**Run 1: routing congestion map**

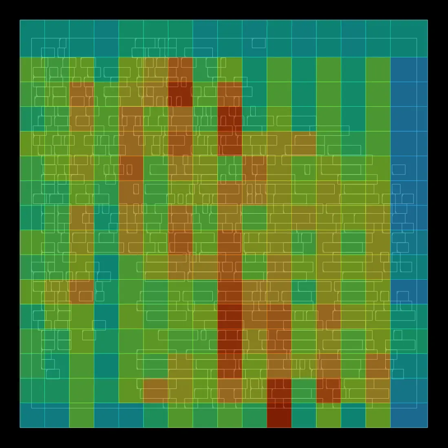
**Run 1: zoomed window**

Region (44, 22) to (69, 47) microns. Cells in grey, sequential cells in the stronger grey; small squares are vias.
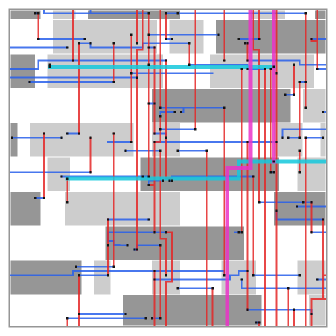
**Run 1: pin map**

Scale: 4 px per micron. Pins as bars across the die edge, other pins in grey.
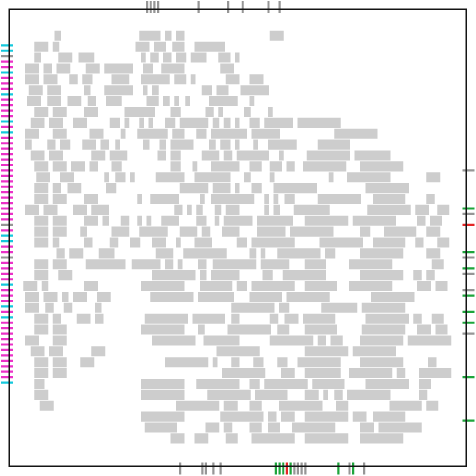
## config.mk

```make
export PLATFORM = sky130hd
export DESIGN_NAME = fx_match_share_ctrl
export DESIGN_NICKNAME = d
export VERILOG_FILES = /design/src/rtl/fx_match_share_ctrl.sv
export SDC_FILE = /design/constraint.sdc
export NUM_CORES = 1
export LEC_CHECK = 0
export CAP_MARGIN = 20
export CELL_PAD_IN_SITES_DETAIL_PLACEMENT = 1
export CELL_PAD_IN_SITES_GLOBAL_PLACEMENT = 2
export CORE_MARGIN = 3
export CORE_UTILIZATION = 32
export DETAILED_ROUTE_END_ITERATION = 8
export HOLD_SLACK_MARGIN = 0.08
export PLACE_DENSITY = 0.89
export SLEW_MARGIN = 10
export SYNTH_ARGS = -nofsm -noshare
export SYNTH_HDL_FRONTEND = slang
export SYNTH_SLANG_ARGS = --single-unit
```

## constraint.sdc

```tcl
create_clock -name clk -period 2.4 [get_ports clk]
set_input_delay 0.36 -clock clk [delete_from_list [all_inputs] [get_ports clk]]
set_output_delay 0.36 -clock clk [all_outputs]
set_load 0.02 [all_outputs]
```

## src/rtl/fx_match_share_ctrl.sv

```systemverilog
// Round-robin front end that time-shares one fixed-latency format-match unit among N_REQ
// channels, tags each issue with its channel id and returns results in issue order.
module fx_match_share_ctrl #(
  parameter int unsigned N_REQ      = 4,
  parameter int unsigned IW         = 12,
  parameter int unsigned OW         = 14,
  parameter int unsigned CV_LAT     = 1,
  parameter int unsigned FIFO_DEPTH = 4,
  parameter int unsigned IDW        = $clog2(N_REQ),
  parameter int unsigned OCW        = $clog2(FIFO_DEPTH + 1)
) (
  input  logic                clk,
  input  logic                rst,
  input  logic [N_REQ-1:0]    req_valid,
  input  logic [N_REQ*IW-1:0] req_data,
  output logic [N_REQ-1:0]    req_ready,
  output logic [IW-1:0]       cv_i_data,
  input  logic [OW-1:0]       cv_o_data,
  output logic                out_valid,
  output logic [OW-1:0]       out_data,
  output logic [IDW-1:0]      out_id,
  input  logic                out_ready,
  output logic [OCW-1:0]      occ
);

  localparam int unsigned PW = (FIFO_DEPTH > 1) ? $clog2(FIFO_DEPTH) : 1;

  logic [IDW-1:0]    ptr_q, ptr_d, gnt;
  logic              gnt_found, issue, push, pop;
  logic [CV_LAT-1:0] tag_vld_q, tag_vld_d;
  logic [IDW-1:0]    tag_id_q [CV_LAT];
  logic [IDW-1:0]    tag_id_d [CV_LAT];
  logic [OW-1:0]     mem_q    [FIFO_DEPTH];
  logic [IDW-1:0]    mem_id_q [FIFO_DEPTH];
  logic [PW-1:0]     wr_ptr_q, wr_ptr_d, rd_ptr_q, rd_ptr_d;
  logic [OCW-1:0]    cnt_q, cnt_d, occ_q, occ_d;

  // First requester at or after ptr, wrapping around.
  always_comb begin
    gnt       = ptr_q;
    gnt_found = 1'b0;
    for (int unsigned i = 0; i < N_REQ; i++) begin
      if (!gnt_found && req_valid[IDW'((32'(ptr_q) + i) % N_REQ)]) begin
        gnt_found = 1'b1;
        gnt       = IDW'((32'(ptr_q) + i) % N_REQ);
      end
    end
  end

  // occ counts in-flight plus stored results, so it is the credit check for the FIFO.
  assign issue     = (|req_valid) && (occ_q < OCW'(FIFO_DEPTH)) && !rst;
  assign req_ready = issue ? (N_REQ'(1) << gnt) : '0;
  assign cv_i_data = issue ? req_data[gnt*IW +: IW] : '0;

  assign push      = tag_vld_q[CV_LAT-1];
  assign out_valid = (cnt_q != '0);
  assign pop       = out_valid && out_ready;
  assign out_data  = out_valid ? mem_q[rd_ptr_q] : '0;
  assign out_id    = out_valid ? mem_id_q[rd_ptr_q] : '0;
  assign occ       = occ_q;

  always_comb begin
    ptr_d = ptr_q;
    if (issue) ptr_d = (gnt == IDW'(N_REQ - 1)) ? '0 : gnt + IDW'(1);

    tag_vld_d    = '0;
    tag_vld_d[0] = issue;
    tag_id_d[0]  = gnt;
    for (int unsigned i = 1; i < CV_LAT; i++) begin
      tag_vld_d[i] = tag_vld_q[i-1];
      tag_id_d[i]  = tag_id_q[i-1];
    end

    wr_ptr_d = wr_ptr_q;
    if (push) wr_ptr_d = (wr_ptr_q == PW'(FIFO_DEPTH - 1)) ? '0 : wr_ptr_q + PW'(1);
    rd_ptr_d = rd_ptr_q;
    if (pop) rd_ptr_d = (rd_ptr_q == PW'(FIFO_DEPTH - 1)) ? '0 : rd_ptr_q + PW'(1);

    cnt_d = cnt_q;
    if (push && !pop) cnt_d = cnt_q + OCW'(1);
    if (!push && pop) cnt_d = cnt_q - OCW'(1);

    occ_d = occ_q;
    if (issue && !pop) occ_d = occ_q + OCW'(1);
    if (!issue && pop) occ_d = occ_q - OCW'(1);
  end

  always_ff @(posedge clk) begin
    if (rst) begin
      ptr_q     <= '0;
      tag_vld_q <= '0;
      for (int unsigned i = 0; i < CV_LAT; i++) tag_id_q[i] <= '0;
      wr_ptr_q  <= '0;
      rd_ptr_q  <= '0;
      cnt_q     <= '0;
      occ_q     <= '0;
    end else begin
      ptr_q     <= ptr_d;
      tag_vld_q <= tag_vld_d;
      for (int unsigned i = 0; i < CV_LAT; i++) tag_id_q[i] <= tag_id_d[i];
      wr_ptr_q  <= wr_ptr_d;
      rd_ptr_q  <= rd_ptr_d;
      cnt_q     <= cnt_d;
      occ_q     <= occ_d;
    end
  end

  // Storage needs no reset: out_data/out_id are gated by out_valid.
  always_ff @(posedge clk) begin
    if (push) begin
      mem_q[wr_ptr_q]    <= cv_o_data;
      mem_id_q[wr_ptr_q] <= tag_id_q[CV_LAT-1];
    end
  end

endmodule

```

==> run summary, run 1 <==
R2R Setup Slk: 0.28 ns
Seq/total area: 0.4180
logic share of the area: 0.2529
H-Tree Level Count: 3
NumNets Final: 468
crit-path max cell delay: 0.38 ns
Post-DP Area: 0.005055 sq mm
Mapped Area: 0.003725 sq mm
Arrival @ worst endpoint: 1.97 ns
RSZ-0062 raised after global routing: true
initial DRC count: 92
Slew Limit Fails: 0
layout cells sized above 1: 0.2276
vias in the first global route: 2933
worst r2r src: cnt_q[2]$_SDFFE_PP0P_
comb area leader: multiplexers
IO Pins: 105
Layout Skew: 0.005424 ns
Non-CTS buffers: 134
mux share: 0.1666
Comb area: 0.001370 sq mm
critical-path cell list: inv_1 > a2bb2oi_2 > o221a_4 > buf_6 > buf_4 > mux2i_1 > o22ai_1 > buf_2
Clock buffers and inverters, area share: 0.05774
Internal Power: 3871 uW
number of logic gates: 145
critical path's top delay family: buffers and inverters
Non-Clock Inverter Count: 15
min-delay src: tag_id_q[0][0]$_SDFF_PP0_
Top class by area: flip-flops and latches
P per Cell Area: 1078 mW/mm^2
WL final: 9238 microns
Worst Hold End: mem_id_q[0][0]$_DFFE_PP_
Flop area: 0.002265 sq mm
# hold bufs at CTS: 0
Top area cell types: edfxtp_1 (52%), mux4_2 (9.7%), dfxtp_1 (9.1%)
Tapcells: 140
Port-buffer cells: 104
Comb power frac: 0.439
post-CTS resize count: 92
Min Hold Slack: 0.4788 ns
area grow syn2layout: 45.45%
CTS tree: yes
largest net degree at the start of global routing: 15
post-synthesis xor/xnor area fraction: 0.009405
Warnings, synthesis: 0
Startpoint Class: flip-flop
Clock transition at path regs: 0.06 ns
global-route wire length before repair: 14690 microns
DP Cell Count: 511
endpoints failing setup: 0
Pre-Place Util: 0.3348
crit path launch: ptr_q[1]$_SDFFE_PP0P_
Fin. Hold Viols: 0
CP Depth: 8
Reg power frac: 0.316
simple-gate share of the synthesized area: 0.07860
Post-Synthesis Cells: 253
worst vdd ir: 521.6 uV
syn_area_per_cell: 14.72 sq um
Synth area leader: edfxtp_1
seq pwr: 1850 uW
Antenna Violating Nets Remaining: 0
Routed WL per cell: 17.40 microns
total power: 5838 uW
Synth top area share: 0.5160
Leakage Power: 0.002082 uW
Hold Crit Class: reg -> reg
CTS sink count: 81
adder share: 0.04770
outcome: finished, final reports clean
Die Area: 0.01297 sq mm
Setup TNS: 0 ns
Psw: 1966 uW
AO/OA Area Share: 0.05005
cells in synth_stat.txt: 253
CP Capture Point: cv_i_data[5]
Finished Layout Cells: 531
Clock Tree Root: clkbuf_16
Notes on 'routing congestion map' above:
final core utilization: 0.4870
met2 usage: 0.2788
total track usage: 0.1465
busiest grt layer: met2

Notes on 'zoomed window' above:
[metal 3] cyan
[metal 4] magenta
[metal 2] red
[metal 1] blue
cells with their middle in the window: 21
sequential cells in the window: 6
netlist names of flops here include: mem_q (6)
most frequent: edfxtp_1 (6), buf_4 (4)

Notes on 'pin map' above:
[out_id] red | pins: 2 | direction: output | edge: 1 bottom, 1 right
[req_data] magenta | pins: 48 | direction: input | edge: left
[out_data] green | pins: 14 | direction: output | edge: 8 right, 6 bottom
[cv_i_data] cyan | pins: 12 | direction: output | edge: left
all pins by edge: 63 left, 18 bottom, 15 right, 9 top
Die Y: 113.9 microns
Die Wd: 113.9 microns

[run 1: placed cells by master, fill, tap and decap left out, drive strengths merged, types with 6 or more instances in the layout]
| cell | Yosys | final |
|---|---|---|
| clkdlybuf4s50 | 0 | 68 |
| ha | 11 | 11 |
| dfxtp | 17 | 17 |
| a21oi | 9 | 9 |
| buf | 8 | 43 |
| mux2i | 26 | 26 |
| edfxtp | 64 | 64 |
| o21ai | 6 | 6 |
| and2 | 24 | 24 |
| mux4 | 16 | 16 |
| dlygate4sd2 | 0 | 18 |
| nor2 | 16 | 16 |
| clkbuf | 4 | 12 |
| inv | 15 | 15 |
| o22ai | 12 | 12 |
[run 1: layer usage]
metal	vias up	GRT usage	routed length, microns
li1	1210	-	-
met1	1265	0.1544	3494
met2	95	0.2788	4962
met3	8	0.04403	652
met4	0	0.04434	129
met5	-	0	0
[run 1: synthesized netlist by cell type, drive strengths merged]
| master | instances |
|---|---|
| o221a | 1 |
| ha | 11 |
| clkbuf | 4 |
| dfxtp | 17 |
| inv | 15 |
| or2 | 1 |
| nand2 | 5 |
| o21ai | 6 |
| nor3 | 3 |
| o22ai | 12 |
| a21o | 1 |
| and2 | 24 |
| a211oi | 1 |
| nor2 | 16 |
| mux4 | 16 |
| a21oi | 9 |
| buf | 8 |
| xor2 | 4 |
| a2bb2oi | 1 |
| or3 | 3 |
| nor4 | 1 |
| edfxtp | 64 |
| fa | 2 |
| nor2b | 2 |
| mux2i | 26 |
[run 1: sequential cells by signal, indices dropped and copies added (netlist names), named ones only]
register / count
ptr_q: 2
occ: 3
cnt_q: 3
tag_id_q: 2
wr_ptr_q: 2
rd_ptr_q: 2
mem_q: 56
push: 1
mem_id_q: 8
**Run 1: sequential cells grouped by signal name**

Scale: 2 px per micron.
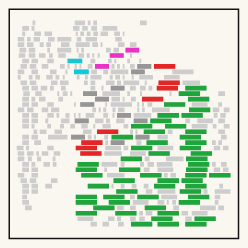

--- run 2 (diff from run 1) ---
- PLACE_DENSITY: 0.89 -> 0.9
- clock period: 2.4 -> 2.6 ns (I/O delays scaled with it)
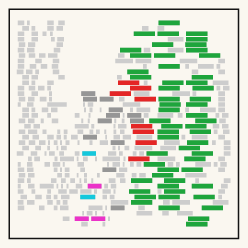
**Above:** run 2 (sequential cells grouped by signal name).
Scale: 2 px per micron.
[mem_q] green | placed flops: 56
[occ] magenta | placed flops: 3
[ptr_q] cyan | placed flops: 2
[mem_id_q] red | placed flops: 8 | where: centre
Seq/total area: 0.4219
Flop area: 0.002263 sq mm

==> run summary, run 2 <==
# hold bufs at CTS: 0 (unchanged)
drt via density: 4.884 (was 4.855)
sequential cell area fraction in the yosys report: 0.6073 (unchanged)
DP Cell Count: 507 (was 511)
total power: 5366 uW (was 5838 uW)
Die Wd: 113.9 microns (unchanged)
DP HPWL: 6339 microns (was 6643 microns)
global-route wire length before repair: 14820 microns (was 14690 microns)
Routed WL per cell: 17.24 microns (was 17.40 microns)
Worst Hold End: mem_id_q[2][1]$_DFFE_PP_ (was mem_id_q[0][0]$_DFFE_PP_)
Port-buffer cells: 104 (unchanged)
WP data required: 2.21 ns (was 2.04 ns)
RSZ-0062 raised after global routing: false (was true)
critical-path cell list: buf_12 > mux4_2 > and2_1 > clkdlybuf4s50_1 (was inv_1 > a2bb2oi_2 > o221a_4 > buf_6 > buf_4 > mux2i_1 > o22ai_1 > buf_2)
Pre-Place Util: 0.3348 (unchanged)
top-count cell post-synth: edfxtp_1 (unchanged)
critical path's top delay family: buffers and inverters (unchanged)
Startpoint Class: flip-flop (unchanged)
Synth top area share: 0.5160 (unchanged)
worst vdd ir: 482.8 uV (was 521.6 uV)
largest net degree at the start of global routing: 18 (was 15)
worst path bufs/invs: 2 (was 4)
Slowest cell on crit path: clkdlybuf4s50_1 (was dfxtp_2)
RePlAce Congestion: 0.7577 (was 0.7097)
P per Cell Area: 1000 mW/mm^2 (was 1078 mW/mm^2)
EDFF count, synth: 64 (unchanged)
R2R Setup Slk: 0.53 ns (was 0.28 ns)
CP Depth: 4 (was 8)
Mapped Area: 0.003725 sq mm (unchanged)
CTS Buf Count: 9 (unchanged)
setup bufs post-CTS: 1 (was 3)
outcome: finished, final reports clean (unchanged)
layout cells sized above 1: 0.1922 (was 0.2276)
worst r2r dst: cnt_q[2]$_SDFFE_PP0P_ (unchanged)
Hold Crit Class: reg -> reg (unchanged)
endpoints failing setup: 0 (unchanged)
CTS tree: yes (unchanged)
initial DRC count: 76 (was 92)
ANT cells: 0 (unchanged)
CTS sink count: 81 (unchanged)
Leakage Power: 0.001993 uW (was 0.002082 uW)
syn nets: 335 (unchanged)
row count: 38 (unchanged)
Slew HR: 0.8205 (was 0.7731)
critical path class: reg -> out (unchanged)
Die Y: 113.9 microns (unchanged)
area grow syn2layout: 44.04% (was 45.45%)
Post-Synthesis Cells: 253 (unchanged)
CP Capture Point: out_id[0] (was cv_i_data[5])
syn_area_per_cell: 14.72 sq um (unchanged)
core area: 0.01113 sq mm (unchanged)
tool warnings: 32 (was 33)
worst setup margin: 0.09011 ns (was 0.07452 ns)
NumNets Final: 462 (was 468)
Layout Skew: 0.008957 ns (was 0.005424 ns)
Fin. Hold Viols: 0 (unchanged)
Synth area leader: edfxtp_1 (unchanged)
most frequent cells in the layout: clkdlybuf4s50_1 (84), edfxtp_1 (64), and2_1 (24), mux2i_1 (24), buf_4 (20) (was clkdlybuf4s50_1 (68), edfxtp_1 (64), buf_4 (27), mux2i_1 (26), and2_1 (24))
WL final: 9052 microns (was 9238 microns)
Clock Tree Root: clkbuf_16 (unchanged)
Unique masters post-synth: 32 (unchanged)
Synth Flop Type: edfxtp_1 (unchanged)
min-delay src: tag_id_q[0][1]$_SDFF_PP0_ (was tag_id_q[0][0]$_SDFF_PP0_)
Warnings, synthesis: 0 (unchanged)
cells in synth_stat.txt: 253 (unchanged)
Max Root-Sink Buffers: 2 (unchanged)
Clock transition at path regs: 0.06 ns (about the same)
most common library cells after synthesis: edfxtp_1 (64), mux2i_1 (26), and2_1 (24), dfxtp_1 (17) (unchanged)
Min Hold Slack: 0.4961 ns (was 0.4788 ns)
Yosys reg bits: 81 (unchanged)
Arrival @ worst endpoint: 2.12 ns (was 1.97 ns)
Die Area: 0.01297 sq mm (unchanged)
vias in the first global route: 2976 (was 2933)
Top area cell types: edfxtp_1 (52%), mux4_2 (9.7%), dfxtp_1 (9.1%) (unchanged)
most numerous logic cell after layout: clkdlybuf4s50_1 (unchanged)
post-CTS resize count: 57 (was 92)
max FFs per register: 56 (unchanged)
via count: 2564 (was 2578)
Largest Register: mem_q (unchanged)
worst r2r src: cnt_q[0]$_SDFFE_PP0P_ (was cnt_q[2]$_SDFFE_PP0P_)
H-Tree Level Count: 3 (unchanged)
Finished Layout Cells: 525 (was 531)
IO Pins: 105 (unchanged)
crit-path max cell delay: 0.53 ns (was 0.38 ns)
total track usage: 0.1479 (was 0.1465)
Largest regs: mem_q: 56 flops, mem_id_q: 8 flops (unchanged)
asr flop ratio synth: 0 (unchanged)
Pre-Repair DR Iteration Count: 4 (unchanged)
Antenna Violating Nets Remaining: 0 (unchanged)
Slew Limit Fails: 0 (unchanged)
## run 2: cell counts after synthesis
No cell type changed its count.
## run 2: logic make-up (layout without fill, tap and decap cells)
family | after synthesis | in the layout | share of synthesized area
flip-flops | 81 | 81 | 0.6073
buffers and inverters | 27 | 159 | 0.04031
adder cells (fa/ha/maj) | 13 | 13 | 0.04770
XOR/XNOR | 4 | 4 | 0.009404
AND-OR/OR-AND | 31 | 31 | 0.05005
AND/OR/NAND/NOR | 55 | 55 | 0.07861
multiplexers | 42 | 42 | 0.1666
## run 2: metrics by stage
stage	setup TNS, ns	instance area, sq um	util
finish	0	5365	0.4822
global route	0	5365	0.4822
CTS	0	5364	0.4821
detailed placement	-6.483	5050	0.4539
global placement	-5.417	5050	0.4539
floorplan	0	3725	-
## run 2: power breakdown
group / internal, uW / switching (uW) / total [uW]
combinational: 1200 / 1190 / 2390
clock: 759 / 518 / 1280
sequential: 1600 / 104 / 1700
total: 3560 / 1810 / 5370
## run 2: area by class of cell
cell class | count | area, sq um | share of cell area
Inverter | 15 | 56.30 | 0.01049
Timing Repair Buffer | 128 | 1232 | 0.2297
Tap cell | 140 | 175.2 | 0.03265
Clock inverter | 7 | 82.58 | 0.01539
Clock buffer | 9 | 225.2 | 0.04198
Multi-Input combinational cell | 145 | 1330 | 0.2479
Sequential cell | 81 | 2263 | 0.4219
## run 2: metal layers
| layer | up-vias | global-route usage | routed length [microns] |
|---|---|---|---|
| met4 | 0 | 0.03959 | 107 |
| met2 | 109 | 0.2674 | 4547 |
| li1 | 1197 | - | - |
| met5 | - | 0 | 0 |
| met3 | 8 | 0.06313 | 886 |
| met1 | 1250 | 0.1581 | 3511 |
Power and IR drop assume default switching activity.
